Clock routing:
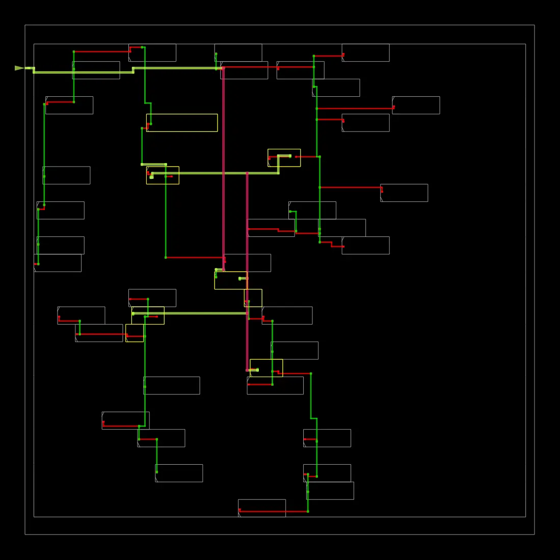
Placement density heat map:
Scale: 4 px per um. 8 x 8 tiles, from black (low) to pale yellow (high), 0 to 100% covered.
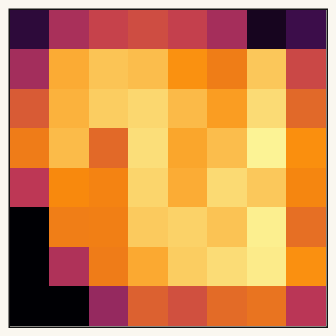
===== src/rtl/end_banner_renderer.sv =====
// end_banner_renderer: places the "YOU WIN" banner on the 640x480 raster,
// converts raster coordinates into glyph-map coordinates, and runs the
// per-frame slide-in / hold / blink animation. The pixel outputs are
// registered, giving one clock of latency from DrawX/DrawY.
module end_banner_renderer #(
    parameter int BANNER_X    = 296,
    parameter int TARGET_Y    = 208,
    parameter int SCALE_LOG2  = 1,
    parameter int SLIDE_STEP  = 4,
    parameter int HOLD_FRAMES = 60,
    parameter int BLINK_HALF  = 15
) (
    input  logic       Clk,
    input  logic       Reset,
    input  logic       frame_clk,
    input  logic       game_won,
    input  logic [9:0] DrawX,
    input  logic [9:0] DrawY,
    output logic [5:0] text_X,
    output logic [4:0] text_Y,
    input  logic       text_pixel,
    output logic       banner_on,
    output logic       banner_pixel
);

    // All geometry is done in 11 bits so that edge sums never wrap.
    localparam logic [10:0] BX         = 11'(BANNER_X);
    localparam logic [10:0] BANNER_W   = 11'(24 << SCALE_LOG2);
    localparam logic [10:0] BANNER_H   = 11'(32 << SCALE_LOG2);
    localparam logic [10:0] BX_END     = BX + BANNER_W;
    localparam logic [10:0] TY         = 11'(TARGET_Y);
    localparam logic [10:0] STEP       = 11'(SLIDE_STEP);
    localparam logic [15:0] HOLD_LAST  = 16'(HOLD_FRAMES - 1);
    localparam logic [15:0] BLINK_LAST = 16'(BLINK_HALF - 1);

    typedef enum logic [1:0] {
        ST_HIDDEN,
        ST_SLIDE,
        ST_HOLD,
        ST_BLINK
    } state_t;

    state_t      state_q;
    logic [10:0] banner_y_q;
    logic [15:0] frame_cnt_q;
    logic        blink_vis_q;
    logic        visible_q;
    logic        frame_q;

    logic        frame_tick;
    logic [10:0] slide_sum;
    logic [10:0] slide_next;

    assign frame_tick = frame_clk & ~frame_q;
    assign slide_sum  = banner_y_q + STEP;
    assign slide_next = (slide_sum >= TY) ? TY : slide_sum;

    // Delayed copy of frame_clk for rising-edge detection.
    always_ff @(posedge Clk) begin
        if (Reset) begin
            frame_q <= 1'b0;
        end else begin
            frame_q <= frame_clk;
        end
    end

    // Animation FSM; visible_q is kept in step with the state so it is a registered output.
    always_ff @(posedge Clk) begin
        if (Reset) begin
            state_q     <= ST_HIDDEN;
            banner_y_q  <= '0;
            frame_cnt_q <= '0;
            blink_vis_q <= 1'b0;
            visible_q   <= 1'b0;
        end else if (!game_won) begin
            // Leaving the win screen wins over any coincident frame tick.
            state_q     <= ST_HIDDEN;
            banner_y_q  <= '0;
            frame_cnt_q <= '0;
            blink_vis_q <= 1'b0;
            visible_q   <= 1'b0;
        end else begin
            case (state_q)
                ST_HIDDEN: begin
                    state_q     <= ST_SLIDE;
                    banner_y_q  <= '0;
                    frame_cnt_q <= '0;
                    visible_q   <= 1'b1;
                end
                ST_SLIDE: begin
                    if (frame_tick) begin
                        banner_y_q <= slide_next;
                        if (slide_next == TY) begin
                            state_q     <= ST_HOLD;
                            frame_cnt_q <= '0;
                        end
                    end
                end
                ST_HOLD: begin
                    if (frame_tick) begin
                        if (frame_cnt_q == HOLD_LAST) begin
                            state_q     <= ST_BLINK;
                            frame_cnt_q <= '0;
                            blink_vis_q <= 1'b1;
                            visible_q   <= 1'b1;
                        end else begin
                            frame_cnt_q <= frame_cnt_q + 16'd1;
                        end
                    end
                end
                ST_BLINK: begin
                    if (frame_tick) begin
                        if (frame_cnt_q == BLINK_LAST) begin
                            blink_vis_q <= ~blink_vis_q;
                            visible_q   <= ~blink_vis_q;
                            frame_cnt_q <= '0;
                        end else begin
                            frame_cnt_q <= frame_cnt_q + 16'd1;
                        end
                    end
                end
                default: begin
                    state_q   <= ST_HIDDEN;
                    visible_q <= 1'b0;
                end
            endcase
        end
    end

    logic [10:0] dx;
    logic [10:0] dy;
    logic [10:0] x_off;
    logic [10:0] y_off;
    logic        in_win;

    assign dx     = {1'b0, DrawX};
    assign dy     = {1'b0, DrawY};
    assign x_off  = dx - BX;
    assign y_off  = dy - banner_y_q;
    assign in_win = (dx >= BX) && (dx < BX_END) &&
                    (dy >= banner_y_q) && (dy < banner_y_q + BANNER_H);

    // Local glyph coordinates; forced to 0 outside the window so the map never sees out-of-range values.
    always_comb begin
        text_X = '0;
        text_Y = '0;
        if (in_win) begin
            text_X = 6'(x_off >> SCALE_LOG2);
            text_Y = 5'(y_off >> SCALE_LOG2);
        end
    end

    // Registered pixel outputs to the colour mapper.
    always_ff @(posedge Clk) begin
        if (Reset) begin
            banner_on    <= 1'b0;
            banner_pixel <= 1'b0;
        end else begin
            banner_on    <= in_win & visible_q;
            banner_pixel <= in_win & visible_q & text_pixel;
        end
    end

endmodule


===== config.mk =====
export PLATFORM = sky130hd
export DESIGN_NAME = end_banner_renderer
export DESIGN_NICKNAME = d
export VERILOG_FILES = /design/src/rtl/end_banner_renderer.sv
export SDC_FILE = /design/constraint.sdc
export NUM_CORES = 1
export LEC_CHECK = 0
export ABC_AREA = 1
export CAP_MARGIN = 20
export CORE_MARGIN = 1
export CORE_UTILIZATION = 50
export DETAILED_ROUTE_END_ITERATION = 8
export PLACE_DENSITY = 0.76
export RECOVER_POWER = 25
export REMOVE_ABC_BUFFERS = 1
export SYNTH_ARGS = -nofsm -noshare
export SYNTH_HDL_FRONTEND = slang
export SYNTH_SLANG_ARGS = --single-unit

===== constraint.sdc =====
create_clock -name Clk -period 2.2 [get_ports Clk]
set_input_delay 0.33 -clock Clk [delete_from_list [all_inputs] [get_ports Clk]]
set_output_delay 0.33 -clock Clk [all_outputs]
set_load 0.05 [all_outputs]

==> impl_results.html <==
<h2>Implementation results</h2>
<table>
<tr><th>Metric</th><th>Value</th></tr>
<tr><th colspan="2">Floorplan</th></tr>
<tr><td>Chip area</td><td>6258 um2</td></tr>
<tr><td>Cell row count</td><td>27</td></tr>
<tr><td>Die outline height</td><td>79.11 um</td></tr>
<tr><th colspan="2">Timing</th></tr>
<tr><td>RSZ-0062 raised after global routing</td><td>yes</td></tr>
<tr><td>Minimum setup slack in the final design</td><td>-0.4271 ns</td></tr>
<tr><td># setup viols final</td><td>10</td></tr>
<tr><th colspan="2">Clocking</th></tr>
<tr><td>CTS tree</td><td>yes</td></tr>
<tr><td>Clock tree sinks</td><td>34</td></tr>
<tr><td>Clock Tree Root</td><td>clkbuf_8</td></tr>
<tr><th colspan="2">Critical path</th></tr>
<tr><td>Critical Path Sink Type</td><td>primary output</td></tr>
<tr><td>Data required, critical path</td><td>1.87 ns</td></tr>
<tr><th colspan="2">Place</th></tr>
<tr><td>Port buffer count</td><td>35</td></tr>
<tr><td>Final HPWL DP</td><td>5.806 mm</td></tr>
<tr><th colspan="2">Flow run</th></tr>
<tr><td>Number of max-cap violations</td><td>0</td></tr>
<tr><td>Log Warnings</td><td>37</td></tr>
<tr><th colspan="2">Yosys</th></tr>
<tr><td>Main flop type</td><td>dfxtp_1</td></tr>
<tr><td>Gate count after technology mapping</td><td>475</td></tr>
<tr><td>Total of warnings raised by yosys</td><td>0</td></tr>
<tr><td>Largest area contributor in the synthesized netlist</td><td>dfxtp_1</td></tr>
<tr><td>Synth Seq Share</td><td>22.90%</td></tr>
<tr><td>Number of synthesized flops with an enable pin</td><td>0</td></tr>
<tr><td>Chip area from the yosys synthesis statistics</td><td>2973 um2</td></tr>
<tr><td>Synthesized cell area</td><td>2973 um2</td></tr>
<tr><th colspan="2">Pwr</th></tr>
<tr><td>Power density relative to cell area</td><td>489.9 nW/um2</td></tr>
<tr><td>Overall Power</td><td>2.084 mW</td></tr>
<tr><th colspan="2">Cells and area</th></tr>
<tr><td>Count of filler cells inserted in the layout</td><td>375</td></tr>
<tr><td>Total inserted antenna cells</td><td>0</td></tr>
<tr><th colspan="2">Outcome</th></tr>
<tr><td>Violations in the final reports</td><td>setup timing</td></tr>
<tr><td>Status</td><td>finished, violations left</td></tr>
<tr><th colspan="2">Detailed routing</th></tr>
<tr><td>Detail-routed net length per standard cell</td><td>14.46 um</td></tr>
</table>
## Picture notes: 'clock routing'
clock-net power: 0.591 mW
sequential cell count: 34
TritonCTS Buffers: 5
worst-case clock skew: 0.01227 ns
insertion delay at the late pin of the worst-skew pair: 0.30 ns

## Picture notes: 'placement density heat map'
6.2% of the tiles are nearly empty. The mean over all tiles is 67%. The fullest tile reaches 97%. 47% of the tiles are over 75% full. The emptiest ninth of the die: south-west.

[flip-flops by register name (all words and copies together), names as in the netlist]
signal,count
banner_pixel,1
banner_on,1
frame_cnt_q,16
blink_vis_q,1
state_q,2
visible_q,1
banner_y_q,11
frame_q,1
[synthesized netlist by cell type, types with 6 or more instances]
cell type	count
nand2_1	103
ha_1	26
a21oi_1	20
dfxtp_1	34
nor2_1	81
nand4_1	23
nand2_2	14
clkbuf_1	6
xor2_1	9
o21ai_0	13
inv_1	73
nand3_1	27
nor3_1	9
[stage by stage]
stage	utilization [%]	area [um2]	hold WS [ns]	TNS, ns	instances
after global routing	75.84	4253	0.4806	-5.201	627
after CTS	72.24	4051	0.4516	-3.812	618
after global placement	66.22	3714	0.4317	-3.604	607
after floorplan	-	2888	0.4024	-3.719	462
final	75.84	4253	0.4602	-3.767	627
after detailed placement	66.22	3714	0.4408	-4.757	607
[report_power, final]
group          internal [mW]  switching (mW)
combinational          0.309           0.487
clock                  0.337           0.253
sequential             0.655          0.0430
[cells by family (layout without fill, tap and decap cells)]
kind of cell / after synthesis / count (layout) / synth area share [%]
adder cells (fa/ha/maj): 27 / 27 / 11.62
other: 1 / 1 / 0.1261
buffers and inverters: 89 / 166 / 12.46
XOR/XNOR: 13 / 13 / 3.830
flip-flops: 34 / 34 / 22.90
AND-OR/OR-AND: 40 / 40 / 7.366
AND/OR/NAND/NOR: 271 / 274 / 41.71
[worst reg2reg max path, stage by stage (launching register included)]
cell	delay, ns
dfxtp_4	0.37
inv_2	0.11
nor2_4	0.05
xor2_1	0.14
ha_1	0.28
a21boi_4	0.22
nand3_2	0.13
nor3_4	0.17
nor2_4	0.09
buf_4	0.14
buf_4	0.12
buf_4	0.12
nand3_1	0.08
inv_1	0.04
[worst paths after layout]
path | startpoint | end | slack [ns] | depth (start not counted)
worst min-delay path | banner_y_q[0]$_SDFFE_PP0P_ | banner_y_q[0]$_SDFFE_PP0P_ | 0.46 | 2
worst max register to register | banner_y_q[6]$_SDFFE_PP0P_ | banner_on$_SDFF_PP0_ | 0.06 | 13
worst max-delay path | DrawY[2] | text_Y[4] | -0.43 | 11
worst min register to register | banner_y_q[0]$_SDFFE_PP0P_ | banner_y_q[0]$_SDFFE_PP0P_ | 0.46 | 2
[layout make-up]
cell class                      count  area (um2)  share of cell area [%]
Tap cell                           72       90.09                   2.118
Sequential cell                    34       689.4                   16.21
Clock buffer                        5       68.82                   1.618
Inverter                           76       285.3                   6.708
Clock inverter                      3       45.04                   1.059
Multi-Input combinational cell    355        2260                   53.13
Timing Repair Buffer               82       814.5                   19.15
[routing by layer]
| layer | wire (um) | GRT usage, % |
|---|---|---|
| met1 | 3811 | 34.29 |
| met2 | 4457 | 47.16 |
| met3 | 588 | 4.483 |
| met4 | 208 | 7.455 |
| met5 | 0 | 0 |
[what timing repair did]
item | CTS | global route
endpoints found under the setup margin | 10 | 21
gates resized | 47 | 27
pin swaps | 10 | 16
buffers inserted | 2 | 7
hold buffers | 0 | 0
cloned | 1 | 2
No activity file was given, so power comes from the tool's default toggle rates.
